$ cat src/rtl/alu.sv
// Registered 16-function unsigned integer ALU producing a result and a carry/flag bit.
// Latency: 1 cycle from operand/opcode sample to registered alu_out/carry_out.
// Backpressure: none; a new operation is accepted on every rising edge.
module alu #(
    parameter int WIDTH = 8
) (
    input  logic             clk,
    input  logic             rst,
    input  logic [WIDTH-1:0] A,
    input  logic [WIDTH-1:0] B,
    input  logic [3:0]       alu_sel,
    output logic [WIDTH-1:0] alu_out,
    output logic             carry_out
);

    typedef enum logic [3:0] {
        OP_ADD  = 4'd0,
        OP_SUB  = 4'd1,
        OP_MUL  = 4'd2,
        OP_DIV  = 4'd3,
        OP_SHL  = 4'd4,
        OP_SHR  = 4'd5,
        OP_ROL  = 4'd6,
        OP_ROR  = 4'd7,
        OP_AND  = 4'd8,
        OP_OR   = 4'd9,
        OP_XOR  = 4'd10,
        OP_NOR  = 4'd11,
        OP_NAND = 4'd12,
        OP_XNOR = 4'd13,
        OP_GT   = 4'd14,
        OP_EQ   = 4'd15
    } op_e;

    logic [WIDTH:0]     sum;
    logic [WIDTH-1:0]   diff;
    logic [2*WIDTH-1:0] prod;
    logic [WIDTH-1:0]   quot;
    logic               b_zero;

    logic [WIDTH-1:0]   alu_out_d, alu_out_q;
    logic               carry_d, carry_q;

    assign sum    = {1'b0, A} + {1'b0, B};
    assign diff   = A - B;
    assign prod   = {{WIDTH{1'b0}}, A} * {{WIDTH{1'b0}}, B};
    assign b_zero = (B == '0);
    // Divisor forced to 1 on B==0 so the divider never sees zero; the result is overridden anyway.
    assign quot   = A / (b_zero ? {{(WIDTH-1){1'b0}}, 1'b1} : B);

    always_comb begin
        alu_out_d = '0;
        carry_d   = 1'b0;
        case (op_e'(alu_sel))
            OP_ADD: begin
                alu_out_d = sum[WIDTH-1:0];
                carry_d   = sum[WIDTH];
            end
            OP_SUB: begin
                alu_out_d = diff;
                carry_d   = (A < B);
            end
            OP_MUL: begin
                alu_out_d = prod[WIDTH-1:0];
                carry_d   = |prod[2*WIDTH-1:WIDTH];
            end
            OP_DIV: begin
                alu_out_d = b_zero ? {WIDTH{1'b1}} : quot;
                carry_d   = b_zero;
            end
            OP_SHL: begin
                alu_out_d = {A[WIDTH-2:0], 1'b0};
                carry_d   = A[WIDTH-1];
            end
            OP_SHR: begin
                alu_out_d = {1'b0, A[WIDTH-1:1]};
                carry_d   = A[0];
            end
            OP_ROL:  alu_out_d = {A[WIDTH-2:0], A[WIDTH-1]};
            OP_ROR:  alu_out_d = {A[0], A[WIDTH-1:1]};
            OP_AND:  alu_out_d = A & B;
            OP_OR:   alu_out_d = A | B;
            OP_XOR:  alu_out_d = A ^ B;
            OP_NOR:  alu_out_d = ~(A | B);
            OP_NAND: alu_out_d = ~(A & B);
            OP_XNOR: alu_out_d = ~(A ^ B);
            OP_GT:   alu_out_d = {{(WIDTH-1){1'b0}}, (A > B)};
            OP_EQ:   alu_out_d = {{(WIDTH-1){1'b0}}, (A == B)};
            default: begin
                alu_out_d = '0;
                carry_d   = 1'b0;
            end
        endcase
    end

    always_ff @(posedge clk) begin
        if (rst) begin
            alu_out_q <= '0;
            carry_q   <= 1'b0;
        end else begin
            alu_out_q <= alu_out_d;
            carry_q   <= carry_d;
        end
    end

    assign alu_out   = alu_out_q;
    assign carry_out = carry_q;

endmodule

$ cat config.mk
export PLATFORM = sky130hd
export DESIGN_NAME = alu
export DESIGN_NICKNAME = d
export VERILOG_FILES = /design/src/rtl/alu.sv
export SDC_FILE = /design/constraint.sdc
export NUM_CORES = 1
export LEC_CHECK = 0
export ABC_AREA = 1
export CAP_MARGIN = 0
export CORE_MARGIN = 1
export CORE_UTILIZATION = 45
export DETAILED_ROUTE_END_ITERATION = 8
export GPL_TIMING_DRIVEN = 1
export HOLD_SLACK_MARGIN = 0.15
export PLACE_DENSITY_LB_ADDON = 0.3
export SETUP_SLACK_MARGIN = 0.15
export SLEW_MARGIN = 20
export SYNTH_ARGS = -nofsm -noshare
export SYNTH_HDL_FRONTEND = slang
export SYNTH_SLANG_ARGS = --single-unit
$ cat constraint.sdc
create_clock -name clk -period 19.5 [get_ports clk]
set_input_delay 2.925 -clock clk [delete_from_list [all_inputs] [get_ports clk]]
set_output_delay 2.925 -clock clk [all_outputs]
set_load 0.1 [all_outputs]
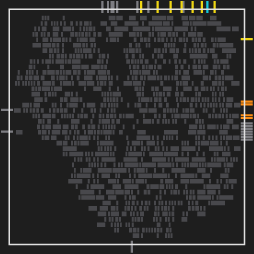
*Ports around the boundary, run 1*
Drawn at 2 px/um. Pins as bars across the die edge, other pins in grey.
`clk` -> cyan  # pins 1, direction input, edge north
`alu_out` -> yellow  # pins 8, direction output, edge 7 north, 1 east
`alu_sel` -> orange  # pins 4, direction input, edge east
all pins by edge = 16 north, 12 east, 2 west, 1 south

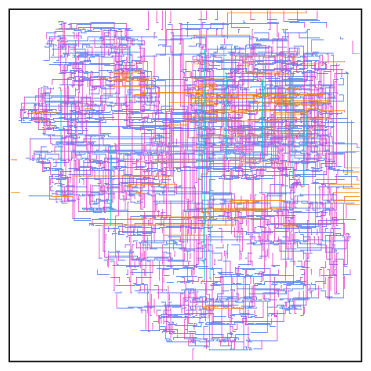
*Wiring by layer, run 1*
Drawn at 3 px/um.
metal 4 -> cyan  # wire length 565 um
metal 1 -> blue  # wire length 7750 um
metal 3 -> orange  # wire length 1450 um
metal 2 -> magenta  # wire length 7340 um

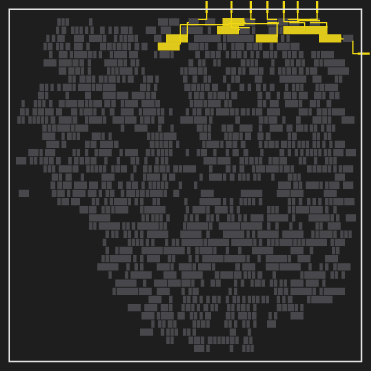
*Wires at chosen ports, followed through buffers, run 1*
Drawn at 3 px/um.
`alu_out` -> yellow  # bits 8, direction output, end cells 8, buffers 8, wire 137 um

==> changes_impl.md, run 1 <==
### Changed

- Status: finished clean
- Worst setup SP type: input pin
- Warnings, synthesis: 0
- Non-clock inverters: 218
- Max FO, Critical Path: 12
- FMAX: 0.07967 GHz
- Comb area: 4802 um^2
- Post-route insts no fill: 1169
- Final nets: 1152
- Std cell rows: 41
- Total Wirelength: 17.10 mm
- Initial DRC count: 625
- Max Root-Sink Buffers: 2
- Post_cts resized: 0
- Residual DRC: 0
- Pwr Density: 57.34 nW/um^2
- Post-synth cell types: 46
- TAP cells: 172
- Die Wd: 116.9 um
- Power share of the clock group: 9.9%
- Setup WS pre-CTS: 6881 ps
- # clk buffers: 4
- # port buffers: 30
- Clock Power: 0.0364 mW
- XOR/XNOR Area Share: 2.654%
- Sw Ratio: 56.17%
- Most Crowded Layer GR: met2
- Max Used Layer: met4
- First-pass GRT wire length: 27.90 mm
- Routed wl met2: 7.342 mm
- Flops: 9
- Clock transition at the registers of the reported paths: 40 ps
- Core ar.: 12720 um^2
- CTS Sinks: 9
- Worst-Margin Slew: 977.4 ps
- EDFF count, synth: 0
- Most instantiated logic cell after routing: nand2_1
- Leading cell kind: logic gates
- Hold depth: 2
- Remaining global-route overflow: 0
- RSZ-0062 raised after global routing: false
- Worst Hold Class: in -> reg
- Combinational gates: 735
- Async S/R FF share, synth: 0%
- Flop area: 180.2 um^2
- P_int: 0.1611 mW
- Log Warnings: 42
- Total die area: 13660 um^2
- Root buffer cell: clkbuf_16
- Share of cells above drive strength 1: 3.811%
- Hold_ws: 3259 ps
- Crit path DAT: 12680 ps
- Aoi share: 10.78%
- Final clock-cell share: 1.230%
- Layout area overhead: 7.898%
- Non-clock buffers: 31
- Mean Syn Cell Area: 6.019 um^2
- Comb pwr: 0.310 mW
- Commonest cells post-synth: 271 x nand2_1, 211 x inv_1, 94 x ha_1
- Layout fillers: 1358
- Critical Path Stages: 65
- Nets at Floorplan: 1141
- CTS buffer count: 3
- Met1 Usage GRT: 36.15%
- CP endpoint kind: flip-flop
- Max reg flops: 8
- GR Layer Usage met3: 3.347%
- First drt pass iteration count: 5
- Registers, synthesis: 9
- Slew Limit Fails: 0
- Biggest area cells: ha_1 20%, nand2_1 17%, inv_1 13%, fa_1 13%, nand3_1 5.9%
- Synth area leader: ha_1
- Most used cell, CP: nand2_1
- Tot Pwr: 0.3676 mW
- Global Route Usage Sum: 26.00%
- Routed WL per cell: 14.63 um
- TritonCTS clock tree: done
- Design Area, Final: 6410 um^2
- CP Class: in -> reg
- Placed Area: 6331 um^2
- Post-placement cell count: 1165
- Die Y: 116.9 um
- Post-route setup TNS: 0 ps
- Simple-gate area share of the yosys netlist: 34.79%
- Hold path endpoint: carry_out$_SDFF_PP0_
- Number of vias per cell: 5.299
- Htree depth: 1
- Crit share post-route: 64.37%
- GP Congestion: 1.031
- Comb pwr share: 84.4%
- WP buf/inv: 12
- Setup WS post-layout: 6948 ps
- Max_cap viols: 0
- Slowest stage cell, crit path: clkdlybuf4s50_1
- Post-synth seq share: 3.033%
- Sequential power share: 5.7%
- Synthesis area per yosys: 5941 um^2
- Num ports: 31
- DP Wirelength: 13.92 mm
- Top non-seq family: simple AND/OR/NAND/NOR gates
- Pin count of the biggest net entering global routing: 15
- Netlist Area Pre-Place: 5941 um^2
- Top cell type by instance count after synthesis: nand2_1
- Total sequential power: 0.0209 mW
- Main synth FF type: dfxtp_1
- Gate Count Post-Synth: 987
- Peak supply drop: 0.00003633 V
- Antenna diodes: 0
- Ys cells: 987
- Met2 Use GR: 41.62%
- MUX share of area: 0%
- Fin. Hold Viols: 0
- Net switching power: 0.2065 mW
- Routed wl met3: 1.447 mm
- Crit path max-delay family: simple AND/OR/NAND/NOR gates
- Post-Route Utilization: 50.38%
- Finish-stage setup viols: 0
==> run 2: changes to the inputs <==
==> constraint.sdc (replaced) <==
create_clock -name clk -period 12.1 [get_ports clk]
set_input_delay 1.815 -clock clk [delete_from_list [all_inputs] [get_ports clk]]
set_output_delay 1.815 -clock clk [all_outputs]
set_load 0.1 [all_outputs]
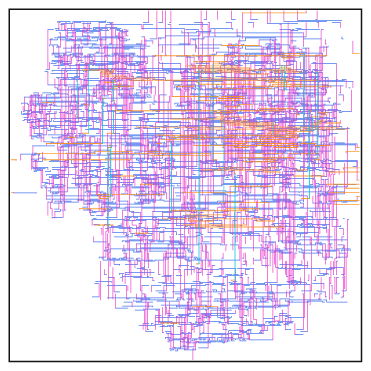
*Wiring by layer, run 2*
Drawn at 3 px/um.
metal 3 -> orange  # wire length 1640 um
metal 2 -> magenta  # wire length 7760 um
metal 1 -> blue  # wire length 7680 um
metal 4 -> cyan  # wire length 424 um

==> changes_impl.md, run 2 <==
### Changed

- Synth area leader: ha_1
- CP Class: in -> reg
- Total sequential power: 0.0338 mW
- Final clock-cell share: 1.218%
- Number of vias per cell: 5.261
- Residual DRC: 0
- Slew Limit Fails: 0
- Comb area: 4806 um^2
- Top non-seq family: simple AND/OR/NAND/NOR gates
- TAP cells: 172
- Design Area, Final: 6470 um^2
- Comb pwr: 0.501 mW
- Ys cells: 987
- Flops: 9
- Die Wd: 116.9 um
- Max Used Layer: met4
- Synthesis area per yosys: 5941 um^2
- Setup WS post-layout: 1227 ps
- Tot Pwr: 0.5924 mW
- Initial DRC count: 699
- Max reg flops: 8
- Most used cell, CP: nand2_1
- Met1 Usage GRT: 35.45%
- Most instantiated logic cell after routing: nand2_1
- # port buffers: 30
- Htree depth: 1
- Nets at Floorplan: 1141
- XOR/XNOR Area Share: 2.654%
- MUX share of area: 0%
- Total Wirelength: 17.50 mm
- Routed wl met3: 1.636 mm
- CTS buffer count: 3
- Worst Hold Class: in -> reg
- Worst-Margin Slew: 979.8 ps
- P_int: 0.2607 mW
- GP Congestion: 1.001
- Comb pwr share: 84.6%
- Placed Area: 6369 um^2
- Crit path DAT: 11000 ps
- Max FO, Critical Path: 11
- Post-placement cell count: 1170
- Post-synth cell types: 46
- Warnings, synthesis: 0
- Post-synth seq share: 3.033%
- Num ports: 31
- Met2 Use GR: 42.84%
- Non-clock inverters: 218
- Non-clock buffers: 37
- Crit share post-route: 89.86%
- Core ar.: 12720 um^2
- Async S/R FF share, synth: 0%
- Clock Power: 0.0576 mW
- Flop area: 180.2 um^2
- Netlist Area Pre-Place: 5941 um^2
- Layout fillers: 1345
- Global Route Usage Sum: 26.01%
- Routed wl met2: 7.763 mm
- Final nets: 1158
- Hold depth: 2
- First-pass GRT wire length: 27.75 mm
- Combinational gates: 735
- RSZ-0062 raised after global routing: false
- FMAX: 0.09197 GHz
- Aoi share: 10.78%
- Hold path endpoint: carry_out$_SDFF_PP0_
- Pwr Density: 91.56 nW/um^2
- Layout area overhead: 8.909%
- Worst setup SP type: input pin
- Peak supply drop: 0.00005209 V
- Die Y: 116.9 um
- Fin. Hold Viols: 0
- Crit path max-delay family: simple AND/OR/NAND/NOR gates
- EDFF count, synth: 0
- Max Root-Sink Buffers: 2
- Remaining global-route overflow: 0
- Log Warnings: 42
- Antenna diodes: 0
- Root buffer cell: clkbuf_16
- Registers, synthesis: 9
- Status: finished clean
- Total die area: 13660 um^2
- Post-route insts no fill: 1175
- First drt pass iteration count: 6
- CTS Sinks: 9
- Main synth FF type: dfxtp_1
- HP Start: rst
- Biggest area cells: ha_1 20%, nand2_1 17%, inv_1 13%, fa_1 13%, nand3_1 5.9%
- Sw Ratio: 56.00%
- Finish-stage setup viols: 0
- GR Layer Usage met3: 3.965%
- Routed WL per cell: 14.90 um
- Power share of the clock group: 9.7%
- Net switching power: 0.3317 mW
- Std cell rows: 41
- Commonest cells post-synth: 271 x nand2_1, 211 x inv_1, 94 x ha_1
- Post-route setup TNS: 0 ps
- Critical Path Stages: 67
- WP buf/inv: 14
- Share of cells above drive strength 1: 4.586%
- Leading cell kind: logic gates
- Simple-gate area share of the yosys netlist: 34.79%
- TritonCTS clock tree: done
- Post_cts resized: 0
- Setup WS pre-CTS: 816.9 ps
- Sequential power share: 5.7%
- Clock transition at the registers of the reported paths: 40 ps
- Gate Count Post-Synth: 987
- Top cell type by instance count after synthesis: nand2_1
- Most Crowded Layer GR: met2
- Pin count of the biggest net entering global routing: 15
- Slowest stage cell, crit path: clkdlybuf4s50_1
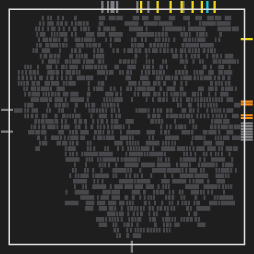
*Ports around the boundary, run 2*
Drawn at 2 px/um. Pins as bars across the die edge, other pins in grey.
`clk` -> cyan  # pins 1, direction input, edge north
`alu_out` -> yellow  # pins 8, direction output, edge 7 north, 1 east
`alu_sel` -> orange  # pins 4, direction input, edge east

Power is estimated from default activity; no workload was simulated.
